## src/rtl/button_debouncer.sv

```systemverilog
// Per-channel button conditioning: two-flop synchronizer, consecutive-cycle
// debounce counter, registered stable level and one-cycle press/release strobes.
module button_debouncer #(
  parameter int width_p           = 3,
  parameter int debounce_cycles_p = 120000
) (
  input  logic               clk_i,
  input  logic               reset_i,
  input  logic [width_p-1:0] button_async_unsafe_i,
  output logic [width_p-1:0] stable_o,
  output logic [width_p-1:0] press_o,
  output logic [width_p-1:0] release_o
);

  localparam int count_width_lp = $clog2(debounce_cycles_p + 1);
  localparam logic [count_width_lp-1:0] count_last_lp = count_width_lp'(debounce_cycles_p - 1);
  localparam logic [count_width_lp-1:0] count_one_lp  = count_width_lp'(1);

  generate
    for (genvar gi = 0; gi < width_p; gi++) begin : g_chan
      logic                      sync1_reg;
      logic                      sync2_reg;
      logic [count_width_lp-1:0] count_reg;
      logic [count_width_lp-1:0] count_next;
      logic                      stable_reg;
      logic                      stable_next;
      logic                      press_reg;
      logic                      press_next;
      logic                      release_reg;
      logic                      release_next;

      // Only sync2_reg feeds the debounce decision; the raw pin never reaches an output.
      always_comb begin
        count_next   = '0;
        stable_next  = stable_reg;
        press_next   = 1'b0;
        release_next = 1'b0;
        if (sync2_reg != stable_reg) begin
          if (count_reg == count_last_lp) begin
            stable_next  = sync2_reg;
            press_next   = sync2_reg;
            release_next = ~sync2_reg;
          end else begin
            count_next = count_reg + count_one_lp;
          end
        end
      end

      always_ff @(posedge clk_i) begin
        if (reset_i) begin
          sync1_reg   <= 1'b0;
          sync2_reg   <= 1'b0;
          count_reg   <= '0;
          stable_reg  <= 1'b0;
          press_reg   <= 1'b0;
          release_reg <= 1'b0;
        end else begin
          sync1_reg   <= button_async_unsafe_i[gi];
          sync2_reg   <= sync1_reg;
          count_reg   <= count_next;
          stable_reg  <= stable_next;
          press_reg   <= press_next;
          release_reg <= release_next;
        end
      end

      assign stable_o[gi]  = stable_reg;
      assign press_o[gi]   = press_reg;
      assign release_o[gi] = release_reg;
    end
  endgenerate

endmodule

```

## config.mk

```make
export PLATFORM = sky130hd
export DESIGN_NAME = button_debouncer
export DESIGN_NICKNAME = d
export VERILOG_FILES = /design/src/rtl/button_debouncer.sv
export SDC_FILE = /design/constraint.sdc
export NUM_CORES = 1
export LEC_CHECK = 0
export CORE_MARGIN = 3
export CORE_UTILIZATION = 53
export DETAILED_ROUTE_END_ITERATION = 6
export GPL_ROUTABILITY_DRIVEN = 0
export HOLD_SLACK_MARGIN = 0.03
export PLACE_DENSITY = 0.74
export SLEW_MARGIN = 20
export SYNTH_ARGS = -nofsm -noshare
export SYNTH_HDL_FRONTEND = slang
export SYNTH_SLANG_ARGS = --single-unit
export TNS_END_PERCENT = 1
```

## constraint.sdc

```tcl
create_clock -name clk_i -period 1.9 [get_ports clk_i]
set_clock_uncertainty 0.1 [all_clocks]
set_input_delay 0.285 -clock clk_i [delete_from_list [all_inputs] [get_ports clk_i]]
set_output_delay 0.285 -clock clk_i [all_outputs]
set_load 0.005 [all_outputs]
```

==> images/class_map.png <==
The bar under the picture is 20 µm long.
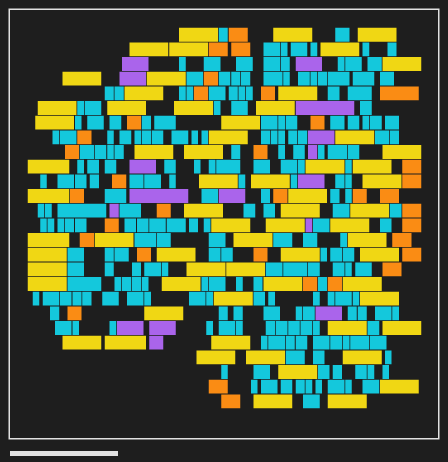
| color | class | cells |
|---|---|---|
| purple | clock drivers and dummy loads | 16 |
| yellow | registers | 66 |
| cyan | remaining logic cells | 233 |
| orange | remaining buffers and delay cells | 34 |

==> images/gates.png <==
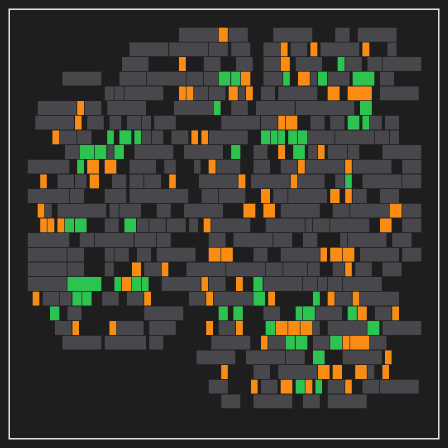
| color | family | cells | where |
|---|---|---|---|
| orange | nor cells | 84 | widely spread |
| green | nand cells | 51 | widely spread |

==> images/layers.png <==
The bar under the picture is 20 µm long. Two of the layers only.
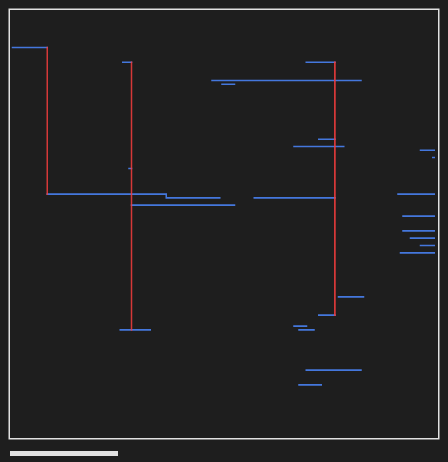
| color | layer | wire length |
|---|---|---|
| blue | M3 | 189 µm |
| red | M4 | 124 µm |

==> results.txt <==
yosys + openroad results -> final-stage net count=352, flop share of the area=0.392, Site Rows=26, first-pass GRT wire length=9450 µm, switching power=0.000562 W, xor+xnor area frac=0.126, GRT Total Usage=0.191, Comb power frac=0.016, cts bufs inserted=9, Slew Limit Fails=0, cts hold-fix bufs=0, clk tree area frac=0.0647, M3 GR Usage=0.0406, hold_sp=g_chan[1].count_reg[0]$_SDFF_PP0_, routed length per instance=13.0 µm, final setup fails=0, unrepaired setup endpoints after global routing=yes, vias in the first global route=2058, DR DRC count=0, status=completed
Power figures rest on the tool's default switching activity, not on a simulated workload.
